m3.png
Cells faint in the background.
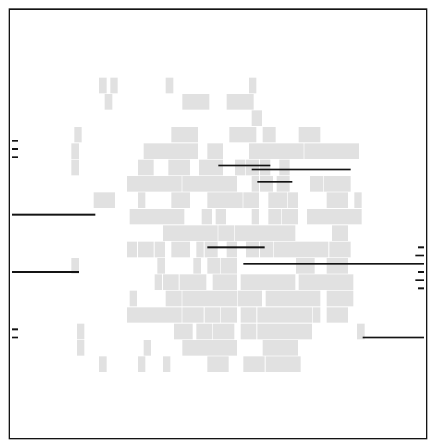
clock_wires.png
Scale bar: 20 um.
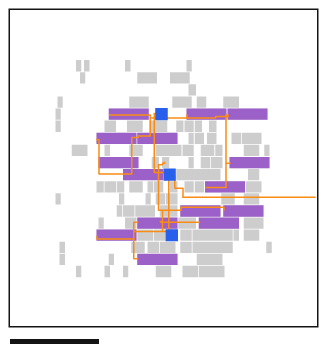
clock_nets.png
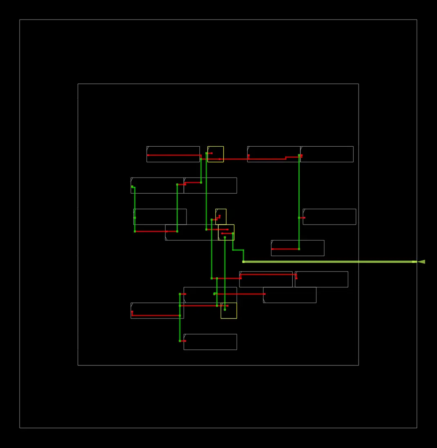
`config.mk`:
```
export PLATFORM = sky130hd
export DESIGN_NAME = count_seq_monitor
export DESIGN_NICKNAME = d
export VERILOG_FILES = /design/src/rtl/count_seq_monitor.sv
export SDC_FILE = /design/constraint.sdc
export NUM_CORES = 1
export LEC_CHECK = 0
export CORE_AREA = 10 10 59 61
export DETAILED_ROUTE_END_ITERATION = 7
export DIE_AREA = 0 0 69 71
export GPL_ROUTABILITY_DRIVEN = 0
export PLACE_DENSITY = 0.71
export SLEW_MARGIN = 10
export SYNTH_ARGS = -nofsm -noshare
export SYNTH_HDL_FRONTEND = slang
export SYNTH_SLANG_ARGS = --single-unit
```
`constraint.sdc`:
```
create_clock -name cl -period 1.6 [get_ports cl]
set_input_delay 0.32 -clock cl [delete_from_list [all_inputs] [get_ports cl]]
set_output_delay 0.32 -clock cl [all_outputs]
set_load 0.02 [all_outputs]
```
`src/rtl/count_seq_monitor.sv`:
```
// Monitors a modulo-2^WIDTH counter stream: acquires lock after LOCK_CNT correct increments,
// flags sequence breaks. Define COUNT_MON_STATS_EN to build the error/wrap statistics counters.
module count_seq_monitor #(
  parameter int unsigned WIDTH    = 4,
  parameter int unsigned LOCK_CNT = 2
) (
  input  logic             cl,
  input  logic             r,
  input  logic             vld,
  input  logic [WIDTH-1:0] cnt_in,
  input  logic             clr_err,
  output logic             locked,
  output logic             err_pulse,
  output logic             err_sticky,
  output logic [WIDTH-1:0] exp_cnt,
  output logic [7:0]       err_count,
  output logic [7:0]       wrap_count
);

  localparam int unsigned RUN_W = (LOCK_CNT < 1) ? 1 : $clog2(LOCK_CNT + 1);
  localparam logic [RUN_W-1:0] RUN_TGT = RUN_W'(LOCK_CNT);

  typedef enum logic [1:0] {ST_IDLE, ST_ACQ, ST_LOCK} state_t;

  state_t           r_state, w_state_nxt;
  logic [WIDTH-1:0] r_prev, w_prev_nxt, w_prev_inc;
  logic [RUN_W-1:0] r_run, w_run_nxt, w_run_inc;
  logic             w_match;
  logic             w_err;

  assign w_prev_inc = r_prev + WIDTH'(1);
  assign w_run_inc  = r_run + RUN_W'(1);
  assign w_match    = (cnt_in == w_prev_inc);

  always_ff @(posedge cl or negedge r) begin
    if (!r) begin
      r_state <= ST_IDLE;
      r_prev  <= '0;
      r_run   <= '0;
    end else begin
      r_state <= w_state_nxt;
      r_prev  <= w_prev_nxt;
      r_run   <= w_run_nxt;
    end
  end

  always_comb begin
    w_state_nxt = r_state;
    w_prev_nxt  = r_prev;
    w_run_nxt   = r_run;
    w_err       = 1'b0;
    if (vld) begin
      // Every valid sample becomes the new reference, matched or not.
      w_prev_nxt = cnt_in;
      case (r_state)
        ST_IDLE: begin
          w_run_nxt   = '0;
          w_state_nxt = ST_ACQ;
        end
        ST_ACQ: begin
          if (w_match) begin
            w_run_nxt = w_run_inc;
            if (w_run_inc == RUN_TGT) w_state_nxt = ST_LOCK;
          end else begin
            w_run_nxt = '0;
          end
        end
        ST_LOCK: begin
          if (!w_match) begin
            w_err       = 1'b1;
            w_run_nxt   = '0;
            w_state_nxt = ST_ACQ;
          end
        end
        default: begin
          w_run_nxt   = '0;
          w_state_nxt = ST_IDLE;
        end
      endcase
    end
  end

  always_ff @(posedge cl or negedge r) begin
    if (!r) begin
      locked     <= 1'b0;
      err_pulse  <= 1'b0;
      err_sticky <= 1'b0;
      exp_cnt    <= '0;
    end else begin
      locked    <= (w_state_nxt == ST_LOCK);
      err_pulse <= w_err;
      if (w_err)        err_sticky <= 1'b1;
      else if (clr_err) err_sticky <= 1'b0;
      exp_cnt <= (w_state_nxt == ST_IDLE) ? '0 : w_prev_nxt + WIDTH'(1);
    end
  end

`ifdef COUNT_MON_STATS_EN
  logic w_wrap;
  assign w_wrap = vld && (r_state == ST_LOCK) && w_match && (r_prev == '1);

  always_ff @(posedge cl or negedge r) begin
    if (!r) begin
      err_count  <= '0;
      wrap_count <= '0;
    end else begin
      if (w_err && (err_count != '1))   err_count  <= err_count + 8'd1;
      if (w_wrap && (wrap_count != '1)) wrap_count <= wrap_count + 8'd1;
    end
  end
`else
  assign err_count  = '0;
  assign wrap_count = '0;
`endif

endmodule

```
==> reports/qor.csv <==
metric,value,unit
status,finished clean,
hold_buf cts,0,
top-area cell type share of the netlist area,42.7,%
synthesized instance count,82,
R2R Setup Slk,0.05,ns
"Critical Path, Cell by Cell","ha_4, xor2_2, nor3_4, nand4_1, o22ai_1",
"EDFF count, synth",0,
yosys stat chip area,878,um2
max frequency,644,MHz
post-route cell area,1140,um2
ANT cells,0,
Critical Path End Type,register,
startpoint types,register,
Comb area share,39.7,%
worst path arrival time,1.77,ns
chip height,71,um
Setup WS post-layout,0.0466,ns
LEAKAGE,0.000595,uW
total gr overflow,0,
vias in the first global route,653,
register fraction of the total cell area,33.0,%
Buffers on Ports,14,
min cycle time layout,1.55,ns
Synth Cell Area,878,um2
met1 WL,781,um
worst setup path startpoint,r_prev[1],
final setup TNS,0,ns
Yosys top cell by instances,buf_4,
Met3 Wirelength,110,um
worst-path maximum fanout,6,
Detail Placement HPWL,1500,um
GR Util met2,13.6,%
initial antenna violation count,0,
Bufs and invs on worst path,0,
# DRC,0,
non-clk buf share,19.9,%
"Buffers, non-clock",24,
Seq. pwr,432,uW
crit share post-route,97.1,%
placed cell count,133,
Pwr Density,844,nW/um2
share of post-route cells with drive strength above 1,21.3,%
Complex Gates by Area,5.84,%
Pre-Place Util,36.8,%
most numerous logic cell after layout,conb_1,
simple share,15.4,%
Largest regs,"exp_cnt: 4 flops, r_prev: 4 flops",
Critical R2R Capture,r_run[1],
Boundary Pins,31,
first-pass GRT wire length,3020,um
Die Wd,69,um
"XOR Share, Synth",8.69,%
CP top delay family,simple AND/OR/NAND/NOR gates,
die area,4900,um2
yosys stat cell total,82,
Vias per Instance,4.46,
"worst slack, placed",-0.207,ns
ys flop type,dfrtp_1,
depth of the most critical reg-to-reg path,5,
WL met2,1070,um
Post-synth seq share,42.7,%
logic gate share of total power,31.7,%
Comb. pwr,304,uW
hold slack,0.341,ns
Cell Type Count,31,
Syn. warnings,0,
CP Capture Point,r_run[1],
Top power group,sequential cells,
PostCTS Resize Cnt,1,
GR peak layer,met2,
fin nets,120,
RSZ-0062 raised after global routing,true,
synthesis-to-layout area growth,29.5,%
Clock Tree Root,clkbuf_4,
critical path type,register to register,
Setup Buffers After CTS,0,
Storage cell area,375,um2
drt wl/cell,14.2,um
max layer used,met3,
via count,616,
ys flops,15,
iteration tally of the first detailed-router pass,4,
internal power,643,uW
Max H-tree Level,1,
CTS tree,done,
number of non-clock inverters,5,
DRT iter0 DRCs,21,
asr flop ratio synth,100,%
sw frac,33.0,%
CTS max path bufs,2,
maxcap violations,0,
"Req. time, crit path",1.81,ns
Clock Sinks,15,
total power,960,uW
Flop pwr share,45.0,%
largest cells by area after synthesis,"dfrtp_1 (43%), buf_4 (15%), ha_1 (4.3%)",
RR Startpoint,r_prev[1],
min-delay worst type,input pin to asynchronous set/reset pin,
Final clock-cell share,2.42,%
Top cells excl fill/tap,"conb_1 (16), dfrtp_1 (15), buf_4 (10), clkdlybuf4s50_1 (8), nand3_1 (6)",
Non-Filler Instances,138,
post-synthesis average cell area,10.7,um2
final setup violation count,0,
switching pwr,317,uW
Tapcells,30,
Top logic family,buffers and inverters,
met1 Usage GRT,7.64,%
Worst path slowest cell,dfrtp_1,
Routed Antenna Nets,0,
fraction of the mapped netlist area in adder cells,4.27,%
peak supply drop,0.378,mV
Synth area leader,dfrtp_1,
clock-pin slew on the worst setup and hold paths,0.10,ns
row count,18,
DP Area,1050,um2
Multi-input comb cells,60,
"Slew Viols, Final",0,
critical path depth,5,
Tool Warnings,27,
"mux frac, synth",5.98,%
Logic area,452,um2
largest net degree at the start of global routing,16,
total CTS buffers,3,
Layout Utilization,47.6,%
crit-path max cell delay,0.42,ns
layout clock buffer count,3,
-- m3.png (at the start) --
share of all routed wire = 5.7%
longest straight run = 29.7 um
wire length on this layer = 111 um
total wire length: 1960 um
M3 GR Usage: 2.79%

-- clock_wires.png (at the start) --
purple -> flip-flops  # count 15
blue -> clock-net drivers  # count 3
orange -> clock wires  # length 222 um
flops lie = center
Clock power frac: 23.3%
Power Clock: 224 uW
clk_lat worst skew: 0.28 ns

-- clock_nets.png (at the start) --
Worst Skew: 0.000569 ns
flip-flops: 15

No activity file was given, so power comes from the tool's default toggle rates.
